Design accel_job_sequencer, sky130hd; sources not shown.
run_1/zoom.png
Window x 101 to 151, y 101 to 151 um. Cells in grey, sequential cells in the stronger grey; small squares are vias.
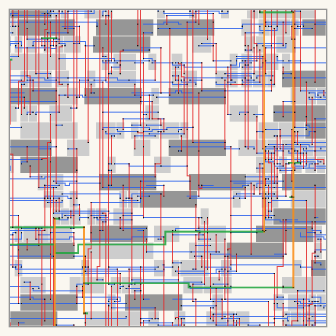
legend:
  blue:
    layer: met1
  orange:
    layer: met4
  green:
    layer: met3
  red:
    layer: met2
most frequent: nand2_1 (33), dfrtp_1 (25), nor2_1 (17)
sequential cells in the window: 25
cells with their middle in the window: 164

run_1/pins.png
Drawn at 2 px/um. Pins as bars across the die edge, other pins in grey.
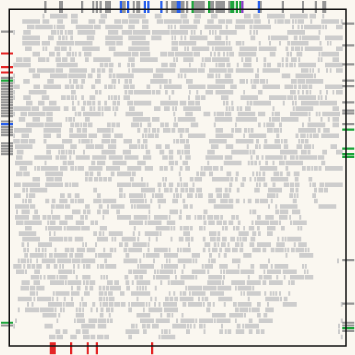
legend:
  green:
    port: `cfg_filter_length`
    pins: 13
    direction: output
    edge: 6 top, 5 right, 2 left
  blue:
    port: `cfg_image_depth`
    pins: 9
    direction: output
    edge: 8 top, 1 left
  red:
    port: `in_value`
    pins: 10
    direction: input
    edge: 7 bottom, 3 left
  purple:
    port: `rst`
    pins: 1
    direction: input
    edge: top
number of port buffers: 94
Die W: 167.6 um
die span in y: 167.6 um

run_1/met4.png
Drawn at 2 px/um. Supply wires on this layer in grey.
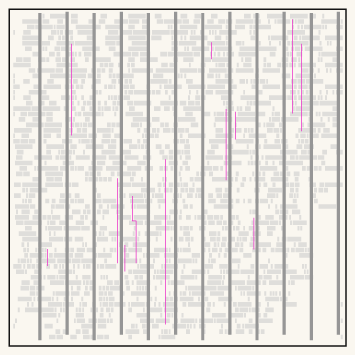
nets with wire on the layer: 8
wire length on this layer: 389 um
share of all routed wire: 1.2%
longest straight run: 82.3 um
main direction: vertical
vias post-DR: 9615
sum of routed wire length over all layers: 31970 um

==> impl_results.rst, run 1 <==
Run summary
-----------

.. list-table::
   :header-rows: 1

   * - Metric
     - Value
   * - Outcome
     - finished, final reports clean
   * - Late-Pin Clk Latency
     - 0.42 ns
   * - Slew HR
     - 0.4174
   * - Total global routing overflow
     - 0
   * - Count of plain and timing-repair buffers in the layout
     - 120
   * - Final TNS setup
     - 0 ns
   * - Ys Warns
     - 6
   * - Max-area cell share
     - 0.2393
   * - Met2 Wirelength
     - 15920 um
   * - Fraction of area in registers
     - 0.2073
   * - Combined global-route utilization of all metal layers
     - 0.2366
   * - Mux cell area share after synthesis
     - 0.05637
   * - Routed WL per cell
     - ~18 um
   * - Clock network share of area
     - 0.04295
   * - Placed cell count
     - 1792
   * - Yosys Chip Area
     - 0.01234 mm2
   * - Non-clock inverter count in the final layout
     - 169
   * - Adder share
     - 0.2699
   * - Antenna cell count
     - 0
   * - Biggest cell category by area in the final layout
     - logic gates
   * - Number of distinct library cells after synthesis
     - 76
   * - Sequential cell count of the final layout
     - 118
   * - Total met3 wirelength after detailed routing
     - between 900 and 1000 um
   * - Tightest Pin Transition
     - 0.8659 ns
   * - Wire length of the first global-routing pass
     - 52210 um
   * - Dominant cells by area after synthesis
     - dfrtp_1 (24%), fa_1 (18%), ha_1 (8.4%)
   * - Met2 usage in global routing
     - 0.4089
   * - Setup repair after global routing missed its margin
     - false
   * - Share of the core filled by cells before placement
     - 0.4579
   * - Well tap count
     - roughly 340
   * - Maximum fanout along the worst path
     - 9
   * - Final worst hold slack
     - 0.4697 ns
   * - Proportion of synthesized chip area in sequential cells
     - 0.2393
   * - Uppermost signal routing layer after detailed routing
     - met4
   * - Netlist area before placement
     - 0.01234 mm2
   * - Post-CTS setup buffer count
     - 0
   * - Clk Tree Root Cell
     - clkbuf_16
   * - Multi-input gate count
     - 1046
   * - Total Die Area
     - 0.02809 mm2
   * - Number of buffers created by CTS
     - 17
   * - Compound-Gate Fraction of Synth Area
     - 0.09328
   * - Min-delay worst type
     - reg -> reg
   * - Family with the most delay on the worst path
     - adder cells
   * - Number of flip-flops under the largest register name
     - 17
   * - M1 WL
     - 14730 um
   * - CTS tree
     - done
   * - Layer with the highest usage
     - met2
   * - CP max-delay cell
     - or4_1
   * - Setup slack of the worst register-to-register path
     - approximately 0.9 ns
   * - Most common logic cell in the routed design
     - nand2_1
   * - HPWL after DPL
     - 23920 um
   * - Ys cells
     - 1400
   * - Footprint of the flip-flops and latches
     - about 0.0030 mm2
   * - Row cnt
     - around 60
   * - Core box area
     - 0.02695 mm2
   * - Final count of hold timing violations
     - 0
   * - CP Data Required Time
     - roughly 12 ns
   * - Max capacitance violation total
     - 0
   * - Basic Gates by Area
     - 0.2164
   * - Iteration-0 DRC Markers
     - between 600 and 700
   * - Minimum period implied by the final worst setup slack
     - 10.90 ns
   * - Signal buffers share of area
     - 0.08308
   * - Final weighted congestion in routability-driven placement
     - 0.8872
   * - Clock slew at reported path FFs
     - 0.06 ns
   * - DRC errors left
     - 0
   * - CP arrival
     - 11.19 ns
   * - Number of sinks handled by clock tree synthesis
     - 118
   * - Top post-synthesis cells by count
     - nand2_1 (212), inv_1 (167), dfrtp_1 (118)
   * - Max Clk Rate
     - about 92 MHz
   * - Number of synthesized register bits
     - about 120
   * - Critical Path Start Type
     - flip-flop
   * - H-tree depth reported by CTS
     - 4
   * - Final nets
     - ~1700
--- run 2 (diff from run 1) ---
- PLACE_DENSITY: default -> 0.65
- PLACE_DENSITY_LB_ADDON: 0.05 -> default
- TNS_END_PERCENT: default -> 10
run_2/pins.png
Drawn at 2 px/um. Pins as bars across the die edge, other pins in grey.
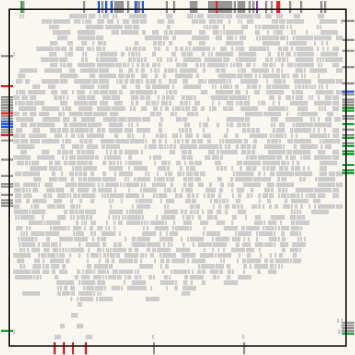
legend:
  blue:
    port: `cfg_image_depth`
    pins: 9
    direction: output
    edge: 5 top, 3 left, 1 right
  green:
    port: `cfg_filter_length`
    pins: 13
    direction: output
    edge: 11 right, 1 left, 1 top
  purple:
    port: `rst`
    pins: 1
    direction: input
    edge: top
  red:
    port: `in_value`
    pins: 10
    direction: input
    edge: 4 bottom, 3 top, 3 left
all pins by edge: 52 top, 30 right, 27 left, 6 bottom

run_2/zoom.png
Window x 101 to 151, y 101 to 151 um. Cells in grey, sequential cells in the stronger grey; small squares are vias.
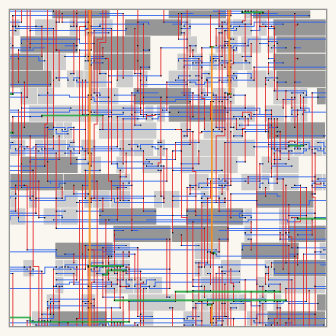
legend:
  orange:
    layer: met4
  blue:
    layer: met1
  red:
    layer: met2
  green:
    layer: met3
most frequent: nand2_1 (34), dfrtp_1 (31), nor2_1 (21)
sequential cells in the window: 31
cells with their middle in the window: 176

==> impl_results.rst, run 2 <==
Run summary
-----------

.. list-table::
   :header-rows: 1

   * - Metric
     - Value
   * - Outcome
     - finished, final reports clean (unchanged)
   * - Placed cell area
     - 0.01352 mm2 (was 0.01356 mm2)
   * - CP arrival
     - 11.30 ns (was 11.19 ns)
   * - Number of sinks handled by clock tree synthesis
     - 118 (unchanged)
   * - Critical Path Start Type
     - flip-flop (unchanged)
   * - Fraction of layout cells with a size suffix above 1
     - 0.08666 (was 0.09091)
   * - Routed WL per cell
     - 16.72 um (was 17.51 um)
   * - Number of hold-repair buffers added at the cts stage
     - 0 (unchanged)
   * - Vias post-DR
     - 9824 (was 9615)
   * - Minimum period implied by the final worst setup slack
     - 10.99 ns (was 10.90 ns)
   * - Finished layout cell area
     - 0.01412 mm2 (was 0.01425 mm2)
   * - Mean number of vias per cell
     - 5.404 (was 5.266)
   * - Adder share
     - 0.2699 (unchanged)
   * - Final TNS setup
     - 0 ns (unchanged)
   * - Most common cell on crit path
     - fa_1
   * - Post-layout util
     - 0.5240 (was 0.5286)
   * - Worst path buffer plus inverter count
     - 4 (was 6)
   * - Antenna cell count
     - 0 (unchanged)
   * - Compound-Gate Fraction of Synth Area
     - 0.09328 (unchanged)
   * - Post-synthesis xor/xnor area fraction
     - 0.03833 (unchanged)
   * - Total Die Area
     - 0.02809 mm2 (unchanged)
   * - Final nets
     - 1675 (was 1683)
   * - Tightest Pin Transition
     - 0.9111 ns (was 0.8659 ns)
   * - Logic cell area
     - 0.008432 mm2 (was 0.008436 mm2)
   * - Count of flip-flops with a built-in enable after synthesis
     - 0 (unchanged)
   * - Number of buffers created by CTS
     - 17 (unchanged)
   * - Fillers
     - 2478 (was 2531)
   * - Max capacitance violation total
     - 0 (unchanged)
   * - Top post-synthesis cells by count
     - nand2_1 (212), inv_1 (167), dfrtp_1 (118) (unchanged)
   * - WHS Path Cells
     - 2 (unchanged)
   * - Maximum number of buffers from clock root to sink
     - 2 (unchanged)
   * - Met2 usage in global routing
     - 0.3918 (was 0.4089)
   * - Wire length of the first global-routing pass
     - 51090 um (was 52210 um)
   * - Most common logic cell in the routed design
     - nand2_1 (unchanged)
   * - Max-slew violations
     - 0 (unchanged)
   * - M1 WL
     - 14200 um (was 14730 um)
   * - Layer with the highest usage
     - met2 (unchanged)
   * - Combined global-route utilization of all metal layers
     - 0.2283 (was 0.2366)
   * - Critical path type
     - reg -> reg (unchanged)
   * - Non-Filler Instances
     - 1818 (was 1826)
   * - Number of flip-flops under the largest register name
     - 17 (unchanged)
   * - Ys cells
     - 1400 (unchanged)
   * - Count of plain and timing-repair buffers in the layout
     - 112 (was 120)
   * - Final weighted congestion in routability-driven placement
     - 0.8721 (was 0.8872)
   * - Setup repair after global routing missed its margin
     - false (unchanged)
   * - Top Layout Cells
     - nand2_1 (212), inv_1 (166), dfrtp_1 (118), fa_1 (114), clkdlybuf4s50_1 (94) (unchanged)
   * - Maximum fanout along the worst path
     - 9 (unchanged)
   * - Max-area cell share
     - 0.2393 (unchanged)
   * - Clk Tree Root Cell
     - clkbuf_16 (unchanged)
   * - Multi-input gate count
     - 1046 (unchanged)
   * - CP max-delay cell
     - xnor2_1 (was or4_1)
   * - Die W
     - 167.6 um (unchanged)
   * - Post-Syn Area per Cell
     - 8.815 um2 (unchanged)
   * - Layout area overhead
     - 14.44% (was 15.44%)
   * - Proportion of synthesized chip area in sequential cells
     - 0.2393 (unchanged)
   * - Late-Pin Clk Latency
     - 0.44 ns (was 0.42 ns)
   * - Fraction of synthesis flops using an asynchronous set or reset pin
     - 1.000 (unchanged)
   * - Number of routed nets with antenna violations
     - 0 (unchanged)
   * - H-tree depth reported by CTS
     - 4 (unchanged)
   * - Number of iterations in the first detailed-routing pass
     - 5 (unchanged)
   * - CTS tree
     - done (unchanged)
   * - Dominant cells by area after synthesis
     - dfrtp_1 (24%), fa_1 (18%), ha_1 (8.4%) (unchanged)
   * - Combinational share of cell area
     - 0.5971 (was 0.5921)
   * - Max Clk Rate
     - 91.00 MHz (was 91.77 MHz)
   * - Library cell with the largest summed area after synthesis
     - dfrtp_1 (unchanged)
   * - Category of the worst setup path capture point
     - flip-flop (unchanged)
   * - Gate count of the mapped netlist
     - 1400 (unchanged)
   * - Fraction of area in registers
     - 0.2091 (was 0.2073)
   * - Largest net degree at the start of global routing
     - 57 (was 72)
   * - Number of distinct library cells after synthesis
     - 76 (unchanged)
   * - Core box area
     - 0.02695 mm2 (unchanged)
   * - CP Data Required Time
     - 12.11 ns (was 12.10 ns)
   * - Quantity of gates resized following cts
     - 0 (unchanged)
   * - Yosys Chip Area
     - 0.01234 mm2 (unchanged)
   * - Footprint of the flip-flops and latches
     - 0.002953 mm2 (unchanged)
   * - Via count of the first global-routing pass
     - 10000 (was 9649)
   * - DRC errors left
     - 0 (unchanged)
   * - Die span in y
     - 167.6 um (unchanged)
   * - Met2 Wirelength
     - 14590 um (was 15920 um)
   * - Flip-flop cell with the highest count after synthesis
     - dfrtp_1 (unchanged)
   * - # setup viols final
     - 0 (unchanged)
   * - Routing usage on met3
     - 0.03238 (was 0.03143)
   * - Ys Warns
     - 6 (unchanged)
   * - HPWL after DPL
     - 22340 um (was 23920 um)
   * - Final count of hold timing violations
     - 0 (unchanged)
   * - Non-clock inverter count in the final layout
     - 169 (unchanged)
   * - Clock network share of area
     - 0.04102 (was 0.04295)
   * - Sequential cell count of the final layout
     - 118 (unchanged)
   * - Biggest cell category by area in the final layout
     - logic gates (unchanged)
   * - I/O pins
     - 115 (unchanged)
   * - Clock slew at reported path FFs
     - 0.07 ns (was 0.06 ns)
   * - Number of synthesized register bits
     - 118 (unchanged)
   * - Post-CTS setup buffer count
     - 0 (unchanged)
   * - Placement Setup Slack
     - 0.7423 ns (was 0.5377 ns)
   * - Share of the core filled by cells before placement
     - 0.4579 (unchanged)
   * - Iteration-0 DRC Markers
     - 552 (was 638)
   * - Most instantiated library cell after synthesis
     - nand2_1 (unchanged)
   * - Biggest cell delay along the critical path
     - 0.62 ns (was 0.57 ns)
   * - Setup slack of the worst register-to-register path
     - 0.81 ns (was 0.90 ns)
   * - Maximum clock skew at final layout
     - 0.02854 ns (was 0.01133 ns)
   * - Basic Gates by Area
     - 0.2164 (unchanged)
   * - Count of tool warnings
     - 27 (unchanged)
   * - Row cnt
     - 60 (unchanged)
   * - Slew HR
     - 0.3911 (was 0.4174)
   * - Sum of routed wire length over all layers
     - 30390 um (was 31970 um)
   * - Final worst hold slack
     - 0.4710 ns (was 0.4697 ns)
   * - FF-to-FF path depth
     - 34 (was 37)
   * - Total global routing overflow
     - 0 (unchanged)
   * - Fin worst setup slack
     - 0.8116 ns (was 0.9032 ns)
   * - Mux cell area share after synthesis
     - 0.05637 (unchanged)
   * - Number of clock-tree buffers in the layout
     - 17 (was 18)
   * - Antenna violations before repair
     - 0 (unchanged)
   * - Family with the most delay on the worst path
     - adder cells (unchanged)
   * - Well tap count
     - 341 (unchanged)
   * - Uppermost signal routing layer after detailed routing
     - met4 (unchanged)
   * - Final cycle utilization of the critical path
     - 0.9312 (was 0.9235)
   * - Netlist area before placement
     - 0.01234 mm2 (unchanged)
   * - Signal buffers share of area
     - 0.07761 (was 0.08308)
   * - Min-delay worst type
     - reg -> reg (unchanged)
   * - Largest logic family
     - adder cells (unchanged)
   * - Total met3 wirelength after detailed routing
     - 1036 um (was 928 um)
   * - Number of port buffers
     - 94 (unchanged)
   * - Placed cell count
     - 1786 (was 1792)
